### src/rtl/Dilithium_pkg.sv
//------------------------------------------------------------------------------
// Module   : Dilithium_pkg
// Brief    : Shared Dilithium sizes and the poly_pack state encoding.
// Revision : 1.0 - initial release
//------------------------------------------------------------------------------
`default_nettype none

package Dilithium_pkg;

  localparam int N       = 256;
  localparam int k       = 4;
  localparam int l       = 4;
  localparam int T1_BITS = 10;
  localparam int T0_BITS = 13;

  typedef enum logic [1:0] {
    IDLE = 2'd0,
    PACK = 2'd1,
    DONE = 2'd2
  } poly_pack_state_t;

endpackage

`default_nettype wire

### src/rtl/poly_pack_bit_accumulator.sv
//------------------------------------------------------------------------------
// Module   : bit_accumulator
// Brief    : LSB-first bit accumulator; shift-out of 64 bits happens before insert.
// Revision : 1.0 - initial release
//------------------------------------------------------------------------------
`default_nettype none

module bit_accumulator #(
  parameter int COEFF_BITS = 10,
  parameter int FILL_W     = 7
) (
  input  logic                  clk,
  input  logic                  rst,
  input  logic                  clear,
  input  logic                  ins_en,
  input  logic [COEFF_BITS-1:0] ins_data,
  input  logic                  shift_en,
  output logic [63:0]           word,
  output logic [FILL_W-1:0]     fill
);

  localparam int ACC_W = 64 + COEFF_BITS - 1;

  logic [ACC_W-1:0]  r_acc;
  logic [ACC_W-1:0]  w_acc_sh;
  logic [ACC_W-1:0]  w_acc_nxt;
  logic [FILL_W-1:0] r_fill;
  logic [FILL_W-1:0] w_fill_sh;
  logic [FILL_W-1:0] w_fill_nxt;

  always_comb begin
    w_acc_sh   = shift_en ? (r_acc >> 64) : r_acc;
    w_fill_sh  = shift_en ? (r_fill - FILL_W'(64)) : r_fill;
    w_acc_nxt  = w_acc_sh;
    w_fill_nxt = w_fill_sh;
    if (ins_en) begin
      w_acc_nxt  = w_acc_sh | (ACC_W'(ins_data) << w_fill_sh);
      w_fill_nxt = w_fill_sh + FILL_W'(COEFF_BITS);
    end
  end

  always_ff @(posedge clk or negedge rst) begin
    if (!rst) begin
      r_acc  <= '0;
      r_fill <= '0;
    end else if (clear) begin
      r_acc  <= '0;
      r_fill <= '0;
    end else begin
      r_acc  <= w_acc_nxt;
      r_fill <= w_fill_nxt;
    end
  end

  assign word = r_acc[63:0];
  assign fill = r_fill;

endmodule

`default_nettype wire

### src/rtl/poly_pack.sv
//------------------------------------------------------------------------------
// Module   : poly_pack
// Brief    : SimpleBitPack of NUM_POLYS x 256 coefficients into 64-bit words.
//            Optional range check enabled by macro POLY_PACK_RANGE_CHECK_EN.
// Revision : 1.0 - initial release
//------------------------------------------------------------------------------
`default_nettype none

module poly_pack
  import Dilithium_pkg::*;
#(
  parameter int COEFF_BITS = 10,
  parameter int OUT_W      = 64,
  parameter int NUM_POLYS  = k
) (
  input  logic             clk,
  input  logic             rst,
  input  logic             start,
  input  logic             in_valid,
  input  logic [31:0]      in_coeff,
  output logic             in_ready,
  output logic             out_valid,
  output logic [OUT_W-1:0] out_data,
  output logic             out_last,
  input  logic             out_ready,
  output logic             busy,
  output logic             done,
  output logic             err
);

  localparam int FILL_W = $clog2(64 + COEFF_BITS);
  localparam int PC_W   = (NUM_POLYS > 1) ? $clog2(NUM_POLYS) : 1;

  poly_pack_state_t  r_state;
  poly_pack_state_t  w_state_nxt;
  logic [8:0]        r_coeff_cnt;
  logic [PC_W-1:0]   r_poly_cnt;
  logic [FILL_W-1:0] w_fill;
  logic [63:0]       w_word;
  logic              w_start_acc;
  logic              w_accept;
  logic              w_out_hs;
  logic              w_last_hs;

  assign w_start_acc = start && (r_state == IDLE);
  assign w_accept    = in_valid && in_ready;
  assign w_out_hs    = out_valid && out_ready;
  assign w_last_hs   = w_out_hs && out_last;

  bit_accumulator #(
    .COEFF_BITS (COEFF_BITS),
    .FILL_W     (FILL_W)
  ) u_acc (
    .clk      (clk),
    .rst      (rst),
    .clear    (w_start_acc),
    .ins_en   (w_accept),
    .ins_data (in_coeff[COEFF_BITS-1:0]),
    .shift_en (w_out_hs),
    .word     (w_word),
    .fill     (w_fill)
  );

  // Output side is driven purely from registered fill, so it holds under backpressure.
  assign out_valid = (w_fill >= FILL_W'(64));
  assign out_data  = w_word;
  assign out_last  = out_valid && (r_coeff_cnt == 9'd256) && (w_fill == FILL_W'(64));

  always_ff @(posedge clk or negedge rst) begin
    if (!rst) begin
      r_state <= IDLE;
    end else begin
      r_state <= w_state_nxt;
    end
  end

  always_comb begin
    w_state_nxt = r_state;
    case (r_state)
      IDLE:    if (start) w_state_nxt = PACK;
      PACK:    if (w_last_hs && (r_poly_cnt == PC_W'(NUM_POLYS - 1))) w_state_nxt = DONE;
      DONE:    w_state_nxt = IDLE;
      default: w_state_nxt = IDLE;
    endcase
  end

  always_comb begin
    in_ready = (r_state == PACK) && (w_fill < FILL_W'(64)) && (r_coeff_cnt < 9'd256);
    busy     = (r_state != IDLE);
    done     = (r_state == DONE);
  end

  always_ff @(posedge clk or negedge rst) begin
    if (!rst) begin
      r_coeff_cnt <= '0;
      r_poly_cnt  <= '0;
    end else if (w_start_acc) begin
      r_coeff_cnt <= '0;
      r_poly_cnt  <= '0;
    end else if (w_last_hs) begin
      r_coeff_cnt <= '0;
      r_poly_cnt  <= r_poly_cnt + PC_W'(1);
    end else if (w_accept) begin
      r_coeff_cnt <= r_coeff_cnt + 9'd1;
    end
  end

`ifdef POLY_PACK_RANGE_CHECK_EN
  logic r_err;

  always_ff @(posedge clk or negedge rst) begin
    if (!rst) begin
      r_err <= 1'b0;
    end else if (w_start_acc) begin
      r_err <= 1'b0;
    end else if (w_accept && (|in_coeff[31:COEFF_BITS])) begin
      r_err <= 1'b1;
    end
  end

  assign err = r_err;
`else
  // Upper coefficient bits are discarded when the range check is compiled out.
  logic w_unused_hi;
  assign w_unused_hi = |in_coeff[31:COEFF_BITS];
  assign err         = 1'b0;
`endif

endmodule

`default_nettype wire

### config.mk
export PLATFORM = sky130hd
export DESIGN_NAME = poly_pack
export DESIGN_NICKNAME = d
export VERILOG_FILES = /design/src/rtl/Dilithium_pkg.sv /design/src/rtl/poly_pack_bit_accumulator.sv /design/src/rtl/poly_pack.sv
export SDC_FILE = /design/constraint.sdc
export NUM_CORES = 1
export LEC_CHECK = 0
export CAP_MARGIN = 5
export CORE_MARGIN = 4
export CORE_UTILIZATION = 24
export CTS_CLUSTER_SIZE = 28
export DETAILED_ROUTE_END_ITERATION = 10
export PLACE_DENSITY = 0.52
export SLEW_MARGIN = 20
export SYNTH_ARGS = -nofsm -noshare
export SYNTH_HDL_FRONTEND = slang
export SYNTH_HIERARCHICAL = 1
export SYNTH_SLANG_ARGS = --single-unit
### constraint.sdc
create_clock -name clk -period 2.8 [get_ports clk]
set_input_delay 0.56 -clock clk [delete_from_list [all_inputs] [get_ports clk]]
set_output_delay 0.56 -clock clk [all_outputs]
set_load 0.005 [all_outputs]
==> images/logic_types.png <==
Scale: 2 px per um.
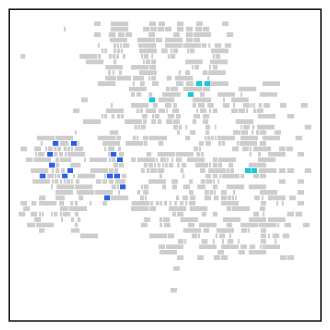
legend:
  AND-OR and OR-AND gates:
    colour: cyan
    cells: 6
  XOR/XNOR gates:
    colour: blue
    cells: 13
    where: left middle

==> images/detail.png <==
Window x 104 to 129, y 104 to 129 um. Cells in grey, sequential cells in the stronger grey; small squares are vias.
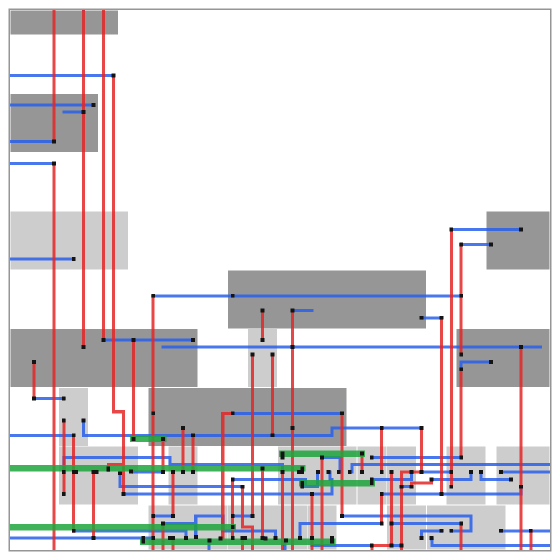
legend:
  metal 3:
    colour: green
  metal 1:
    colour: blue
  metal 2:
    colour: red
sequential cells in the window: 3
cells with their middle in the window: 18
most frequent: a222oi_1 (4), nor2_1 (4), dfrtp_1 (3)
netlist names of flops here include: u_acc/r_acc (3)

==> qor.csv <==
metric,value,unit
Max Root-Sink Buffers,2,
GRT Util Overall,12.3,%
Layout area overhead,21.6,%
vias in the first global route,4018,
Least-Margin Pin Slew,696,ps
1st-iter DRT viols,340,
pin count of the biggest net entering global routing,48,
final-report setup violation count,0,
TritonCTS buffer count,9,
Core Util at FP,24.6,%
unique cell type count in the Yosys netlist,54,
yosys stat area,5190,um2
CP endpoint kind,flip-flop,
Syn. warnings,6,
H-tree lvl count,3,
Final Hold Vio Count,0,
# hold bufs at CTS,0,
WL final,14600,um
WP data arrival,2820,ps
Tcrit/Tclk final,90.9,%
cell taking the most area after synthesis,dfrtp_1,
Yosys top cell area share,44.3,%
flop2flop setup slack,250,ps
Synth top cells by count,"dfrtp_1 (92), buf_4 (70), nor2_1 (58)",
mapped cell area,5190,um2
CP Launch Type,flip-flop,
"count leader, synth",dfrtp_1,
Final Non-Filler Cells,838,
port bufs,83,
die height,155,um
vias per cell,4.78,
Post-synth top flop,dfrtp_1,
Hold Path Class,in2async,
CP Max Fanout,7,
share of cells above drive strength 1,12.4,%
Max Clock Freq,393,MHz
die area,24100,um2
Root Driver,clkbuf_16,
Setup TNS Final,0,ps
GPL Wtd Cong,0.818,
Log Warnings,49,
Final nets,599,
fill cell count,2162,
DP HPWL,10800,um
DRT Pass-1 Iters,9,
Cell area leaders,"dfrtp_1 (44%), buf_4 (10%), mux2i_1 (4.4%)",
Sinks on Clock Net,92,
logic area,2180,um2
routed vias,4002,
clock-pin slew on the worst setup and hold paths,80,ps
synthesized area per cell,9.76,um2
Post-Place Cells,822,
WS Path Type,reg2reg,
Ports,107,
Late-Pin Clk Latency,360,ps
global route total overflow,0,
reg2reg path depth,9,
Syn Nets,573,
Post-synth seq share,44.3,%
wire per inst,17.4,um
Register Area,2300,um2
number of synthesized flops with an enable pin,0,
CP required,3070,ps
Site Rows,53,
cells in synth_stat.txt,532,
diode count,0,
Cells after Synth,532,
Final Core Density,29.8,%
async set-reset flop share out of synthesis,100,%
dpl cell area,5970,um2
VDD IR max,0.383,mV
skew final,13.0,ps
worst flop-to-flop path endpoint,u_acc/r_acc[62]$_DFF_PN0_,
Pleak,0.00265,uW
Core Footprint,21200,um2
Pwr Density,1020,nW/um2
chip width,155,um
Yosys reg bits,92,
Worst slew margin,53.5,%
RSZ-0062 raised after global routing,false,
initial antenna violation count,0,
post-route antenna net violation count,0,
Pins Over Slew Limit,0,
max_cap viols,0,
first-pass GRT wire length,23300,um
outcome,"complete, no violations",
Final Instance Area,6310,um2
drt drc,0,
Setup Buffers After CTS,0,
post-layout minimum cycle time,2550,ps
CTS tree,yes,
RR Startpoint,r_state[1]$_DFFE_PN0P_,
==> critical path, cell delays in order (launching register included) <==
cell and delay, ps:
dfrtp_1 420, or4b_4 580, clkinv_2 120, nand2_1 120
inv_1 220, nand2_1 270, nor2_2 280, buf_4 200
nand3_1 80, a21oi_1 170
==> timing repair <==
| item | CTS | global route |
|---|---|---|
| hold endpoints to repair | 0 | 0 |
| gates resized | 0 | 7 |
| setup endpoints to repair | 0 | 9 |
==> per-stage QoR <==
step	power, uW	hold slack [ps]	setup WS [ps]
final	6450	222	254
after global routing	6930	272	75.9
after CTS	6530	237	17.3
after detailed placement	5240	501	82.6
after global placement	5180	480	136
after floorplan	4180	264	421
==> how the worst max path moves through the flow <==
stage                             from                   endpoint  slack (ps)  cells after the start
6_report        r_state[1]$_DFFE_PN0P_  u_acc/r_acc[62]$_DFF_PN0_         250                      9
5_1_grt         r_state[1]$_DFFE_PN0P_  u_acc/r_acc[37]$_DFF_PN0_          80                      9
4_1_cts        u_acc/fill[6]$_DFF_PN0_                   out_last          20                      5
3_5_place_dp    r_state[1]$_DFFE_PN0P_  u_acc/r_acc[37]$_DFF_PN0_          80                      8
3_3_place_gp    r_state[1]$_DFFE_PN0P_  u_acc/r_acc[39]$_DFF_PN0_         140                      8
2_1_floorplan  u_acc/fill[6]$_DFF_PN0_  u_acc/r_acc[62]$_DFF_PN0_         420                     10
==> per-layer routing <==
metal	global-route usage, %	part of all wire, %
met3	3.76	6.0
met1	16.3	44
met4	2.40	1.0
met5	0	0
met2	20.1	49
==> cells in the final DEF, fill, tap and decap left out, drive strengths merged, types with 2 or more instances in the layout <==
cell type and instances:
xor2 6, inv 26, mux2 4, and3 4
dfrtp 92, clkbuf 9, a22oi 17, nor4b 2
clkdlybuf4s50 81, nand2 27, nand2b 6, nor2 58
nand3b 3, a222oi 10, o21ai 11, nand3 15
a221oi 10, a21oi 23, mux4 4, ha 4
nand4 5, a211oi 4, nor4 2, o41ai 2
o32ai 16, nor3 12, nor3b 6, conb 2
or3 2, nor2b 14, mux2i 23, buf 33
xnor2 7, a22o 6, clkinv 5
==> final cells by class <==
cell class                 instances  area share [%]
clock inverter                     7            1.41
tap                              275            5.45
multi-input combinational        316            34.5
inverter                          24            1.45
sequential                        92            36.5
clock buffer                       9            3.57
timing repair buffer             115            17.2
==> flip-flops by register name (all words and copies together), names as in the netlist <==
| register | count |
|---|---|
| u_acc/r_acc | 73 |
| r_coeff_cnt | 9 |
| u_acc/fill | 6 |
| r_poly_cnt | 2 |
| r_state | 2 |
==> power breakdown <==
group	switching, uW	internal (uW)
Clock	608	642
Combinational	1610	1520
Sequential	302	1770
==> cells by family (layout without fill, tap and decap cells) <==
| group | after synthesis | in the layout | synth area share (%) |
|---|---|---|---|
| xor gates and xnor gates | 13 | 13 | 2.19 |
| adders and majority gates | 4 | 4 | 0.964 |
| AOI/OAI and AO/OA | 104 | 104 | 14.9 |
| DFF | 92 | 92 | 44.3 |
| buffers and inverters | 124 | 155 | 14.4 |
| muxes | 31 | 31 | 7.32 |
| other | 2 | 2 | 0.145 |
| and+or+nand+nor | 162 | 162 | 15.8 |
No activity file was given, so power comes from the tool's default toggle rates.
